$ cat config.mk
export PLATFORM = sky130hd
export DESIGN_NAME = conv_frame_loader
export DESIGN_NICKNAME = d
export VERILOG_FILES = /design/src/rtl/conv_frame_loader.sv
export SDC_FILE = /design/constraint.sdc
export NUM_CORES = 2
export LEC_CHECK = 0
export ABC_AREA = 1
export CORE_ASPECT_RATIO = 1.75
export CORE_MARGIN = 5
export CORE_UTILIZATION = 50
export DETAILED_ROUTE_END_ITERATION = 6
export PLACE_DENSITY = 0.81
export SYNTH_ARGS = -nofsm -noshare
export SYNTH_HDL_FRONTEND = slang
export SYNTH_SLANG_ARGS = --single-unit
export TNS_END_PERCENT = 1
$ cat constraint.sdc
create_clock -name i_clk -period 56.9 [get_ports i_clk]
set_input_delay 8.535 -clock i_clk [delete_from_list [all_inputs] [get_ports i_clk]]
set_output_delay 8.535 -clock i_clk [all_outputs]
set_load 0.02 [all_outputs]
$ cat src/rtl/conv_frame_loader.sv
// Sliding-window frame loader feeding the Conv block: captures channel-interleaved
// samples, snapshots the window every STRIDE timesteps and pulses Conv's start.
module conv_frame_loader #(
    parameter int DATA_W      = 16,
    parameter int N_CH        = 4,
    parameter int N_T         = 10,
    parameter int STRIDE      = 5,
    parameter int CONV_CYCLES = 20
) (
    input  logic                       i_clk,
    input  logic                       i_rst,
    input  logic                       i_clear,
    input  logic                       i_valid,
    input  logic [DATA_W-1:0]          i_sample,
    output logic                       o_ready,
    output logic [N_CH*N_T*DATA_W-1:0] o_data,
    output logic                       o_start,
    output logic                       o_busy
);
    localparam int N_WIN  = N_CH * N_T;
    localparam int CH_W   = (N_CH > 1) ? $clog2(N_CH) : 1;
    localparam int FILL_W = $clog2(N_T + 1);
    localparam int STR_W  = $clog2(STRIDE + 1);
    localparam int RUN_W  = (CONV_CYCLES > 1) ? $clog2(CONV_CYCLES) : 1;

    typedef enum logic {S_IDLE, S_RUN} state_t;

    logic [DATA_W-1:0] win_q [N_WIN];
    logic [DATA_W-1:0] win_d [N_WIN];
    logic [DATA_W-1:0] stg_q [N_CH];
    logic [DATA_W-1:0] stg_d [N_CH];
    logic [CH_W-1:0]   ch_cnt_q, ch_cnt_d;
    logic [FILL_W-1:0] fill_cnt_q, fill_cnt_d;
    logic [STR_W-1:0]  stride_cnt_q, stride_cnt_d;
    logic              pending_q, pending_d;

    state_t                     state_q;
    logic [RUN_W-1:0]           run_cnt_q;
    logic                       start_q;
    logic                       busy_q;
    logic [N_CH*N_T*DATA_W-1:0] frame_q;

    logic accept;
    logic last_ch;
    logic launch;

    assign accept  = i_valid && !pending_q && !i_clear;
    assign last_ch = (ch_cnt_q == CH_W'(N_CH - 1));
    assign launch  = (state_q == S_IDLE) && pending_q && !i_clear;

    assign o_ready = !pending_q;
    assign o_data  = frame_q;
    assign o_start = start_q;
    assign o_busy  = busy_q;

    always_comb begin
        win_d        = win_q;
        stg_d        = stg_q;
        ch_cnt_d     = ch_cnt_q;
        fill_cnt_d   = fill_cnt_q;
        stride_cnt_d = stride_cnt_q;
        pending_d    = pending_q;
        if (i_clear) begin
            ch_cnt_d     = '0;
            fill_cnt_d   = '0;
            stride_cnt_d = '0;
            pending_d    = 1'b0;
        end else begin
            if (launch)
                pending_d = 1'b0;
            if (accept) begin
                stg_d[ch_cnt_q] = i_sample;
                if (!last_ch) begin
                    ch_cnt_d = ch_cnt_q + 1'b1;
                end else begin
                    ch_cnt_d = '0;
                    // the last channel goes straight from the input via stg_d
                    for (int c = 0; c < N_CH; c++) begin
                        for (int t = 0; t < N_T - 1; t++)
                            win_d[c*N_T+t] = win_q[c*N_T+t+1];
                        win_d[c*N_T+N_T-1] = stg_d[c];
                    end
                    if (fill_cnt_q != FILL_W'(N_T)) begin
                        fill_cnt_d = fill_cnt_q + 1'b1;
                        if (fill_cnt_d == FILL_W'(N_T))
                            pending_d = 1'b1;
                    end else if (stride_cnt_q == STR_W'(STRIDE - 1)) begin
                        stride_cnt_d = '0;
                        pending_d    = 1'b1;
                    end else begin
                        stride_cnt_d = stride_cnt_q + 1'b1;
                    end
                end
            end
        end
    end

    always_ff @(posedge i_clk or posedge i_rst) begin
        if (i_rst) begin
            for (int i = 0; i < N_WIN; i++)
                win_q[i] <= '0;
            for (int i = 0; i < N_CH; i++)
                stg_q[i] <= '0;
            ch_cnt_q     <= '0;
            fill_cnt_q   <= '0;
            stride_cnt_q <= '0;
            pending_q    <= 1'b0;
        end else begin
            win_q        <= win_d;
            stg_q        <= stg_d;
            ch_cnt_q     <= ch_cnt_d;
            fill_cnt_q   <= fill_cnt_d;
            stride_cnt_q <= stride_cnt_d;
            pending_q    <= pending_d;
        end
    end

    always_ff @(posedge i_clk or posedge i_rst) begin
        if (i_rst) begin
            state_q   <= S_IDLE;
            run_cnt_q <= '0;
            start_q   <= 1'b0;
            busy_q    <= 1'b0;
            frame_q   <= '0;
        end else begin
            case (state_q)
                S_IDLE: begin
                    if (launch) begin
                        for (int i = 0; i < N_WIN; i++)
                            frame_q[i*DATA_W +: DATA_W] <= win_q[i];
                        start_q   <= 1'b1;
                        busy_q    <= 1'b1;
                        run_cnt_q <= '0;
                        state_q   <= S_RUN;
                    end
                end
                S_RUN: begin
                    if (run_cnt_q == RUN_W'(CONV_CYCLES - 1)) begin
                        start_q <= 1'b0;
                        busy_q  <= 1'b0;
                        state_q <= S_IDLE;
                    end else begin
                        run_cnt_q <= run_cnt_q + 1'b1;
                    end
                end
                default: state_q <= S_IDLE;
            endcase
        end
    end
endmodule

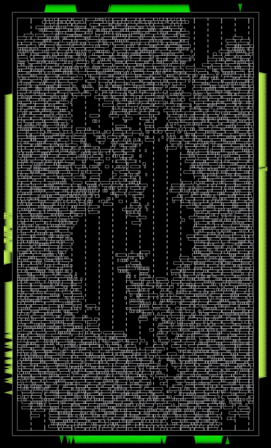
**Above:** cell placement.
Tap Cells: 1326
Final Util: 0.611

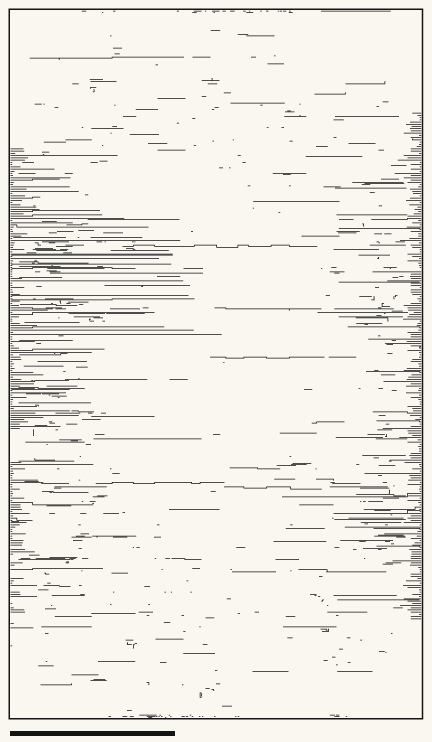
**Above:** the metal 3 layer.
Bar = 100 µm.
- main direction: horizontal
- share of all routed wire: 7.4%
- nets with wire on the layer: 685
- longest straight run: 128 µm

==> results.ini <==
[yosys]
yosys.area.top_type=dfrtp_1
aoi_share=0.138
synth-simple-area-share=0.107
syn_avg_cell_area_um2=9.71
yosys_warnings=0
mux_share=0
netlist_top_cells_count=1383 x nand2_1, 1345 x dfrtp_1, 871 x o21ai_0, 709 x inv_1, 499 x o21ai_1
synthTopCellsByArea=dfrtp_1 67%, nand2_1 10%, o21ai_0 8.6%, inv_1 5.3%, o21ai_1 5.0%
synth.top_cell.area_share=0.667
xor_area_frac=0.000521
synth_nets=5222
synth-main-ff-cell=dfrtp_1
synthArstFlopShare=1.00
ys_seq_share=0.667
logic_family=AND-OR/OR-AND gates
syn_inst=5192
netlist_area_um2=50400
yosysCellCount=5192
yosysUniqueCellTypes=21
top_cell=nand2_1
fa_ha_area_frac=0.00248
ys.flops=1345
synth_chip_area_um2=50400

[worst_setup_path]
rr_worst_depth=9
cp.depth=10
critPathLaunchType=primary input
cpLargestDelayFamily=buffers and inverters
crit_type=primary input to register
cpMostUsedCell=buf_4
cp.required_ns=57.51
slowest_stage=buf_4
end_kind=register
path_buffers=6
worstPathMaxFanout=239
arrival_ns=13.28
crit_chain=clkdlybuf4s50_1 > inv_2 > nand2_2 > nor2_4 > buf_4 > buf_12 > buf_4 > buf_4 > nand2_1 > o21ai_1

[status]
status=finished, final reports clean

[final_timing]
whs_ns=0.478
relSlewSlack=0.189
setup_tns_ns=0
drv_slew=0
setup_viol=0
hold_viol=0
worstMarginPinSlew_ns=1.22
fin_skew_ns=0.0164
rsz0062_at_grt=false
finalClockPeriodUsage=0.223

[global_route]
grt_pass1_wl_um=208000
grt-ovfl-total=0
gr-usage-all-layers=0.245
antenna_found_initial=4
grt_max_degree=293
grt_pass1_vias=36400

[drt]
drtPass1Iterations=6
drt-initial-drc-count=3041
wl_per_cell_um=18.8
vias=36700
drt-vias-per-instance=5.16
ant_nets=0
drc=0
totalWireLength_um=134000

[clock_network]
clk_pin_slew_worst_paths_ns=0.07
clk_latency_ns=0.71
postCtsSetupBuffers=0
cts.repair.resized=0
cts_sinks=1345
clock_path_buffers=3
cts_root_buffer=clkbuf_16
htreeDepth=3
hold_buffers=0

[job]
tool_warnings=72
cap_violations=0

[final_layout]
combGateArea_um2=12500
final_net_count=5726
flop_area_um2=33700
drive_above_1_share=0.0383
nFillCells=7932

[die]
die_y_um=430
die_area_um2=108000
rows=154
die_w_um=250
ios=663
fp_util=0.502

[power]
leakage_nw=28.7
p_per_area_nw_per_um2=36.3

[place]
io_buffer_count=662
place_area_um2=57500
gp_congestion=0.883
dp_hpwl_um=91000

## cell families (layout without fill, tap and decap cells)
kind of cell	after synthesis	count (layout)
compound gates	1391	1391
xor+xnor	3	3
fa+ha+maj	10	10
buf+inv	1014	1613
flops	1345	1345
other cells	0	1
simple gates	1429	1429
## path summary, 6_finish.rpt
| path | startpoint | endpoint | slack, ns |
|---|---|---|---|
| min | win_q[591] | win_q[607] | 0.48 |
| max in group asynchronous | i_rst | stg_q[48] | 44.95 |
| min in group asynchronous | i_rst | o_data[212] | 8.46 |
| min reg2reg | win_q[591] | win_q[607] | 0.48 |
| max reg2reg | pending_q | win_q[293] | 52.12 |
| max | i_clear | win_q[293] | 44.23 |
## per-stage QoR
step	util	power [W]	instances	setup slack, ns
after detailed placement	0.572	0.00143	6908	43.65
after global routing	0.611	0.00234	7117	43.92
after CTS	0.611	0.00225	7117	44.38
after floorplan	-	0.00135	5192	10.45
final	0.611	0.00223	7118	44.23
after global placement	0.572	0.00142	6908	43.78
## metal layers
metal  part of all wire  track usage  vias to the layer above
li1                   -            -                    17300
met1               0.39        0.315                    17900
met2               0.48        0.397                     1258
met3              0.074       0.0522                      276
met4              0.060        0.124                        4
met5            0.00025            0                        -
## registers in the layout, summed over array words and instances (netlist names)
name / count
o_data: 640
win_q: 640
stg_q: 48
run_cnt_q: 5
fill_cnt_q: 4
stride_cnt_q: 3
ch_cnt_q: 2
o_busy: 1
pending_q: 1
state_q: 1
## placed cells by master (no fill, tap or decap), types with 22 or more instances in the layout
cell type,instances
nand2_1,1383
dfrtp_1,1345
o21ai_0,871
inv_1,707
clkdlybuf4s50_1,662
o21ai_1,499
clkbuf_16,115
nor2_1,26
clkbuf_1,26
buf_4,26
clkinv_2,22
## area by class of cell
| class | instances | area share |
|---|---|---|
| clock buffer | 160 | 0.0528 |
| clock inverter | 49 | 0.0105 |
| sequential | 1345 | 0.549 |
| tap | 1326 | 0.0270 |
| timing repair buffer | 694 | 0.113 |
| multi-input combinational | 2833 | 0.204 |
| antenna | 1 | 0.0000408 |
| inverter | 710 | 0.0436 |
## power breakdown
part	total, W	internal (W)	switching [W]
clock network	0.000810	0.000461	0.000349
logic	0.000226	0.0000770	0.000149
registers	0.00119	0.00110	0.0000893
total	0.00223	0.00164	0.000588
## worst min-delay path, stage by stage (launching register included)
cell     delay, ns
dfrtp_1       0.35
nand2_1       0.05
o21ai_0       0.05
Power figures rest on the tool's default switching activity, not on a simulated workload.
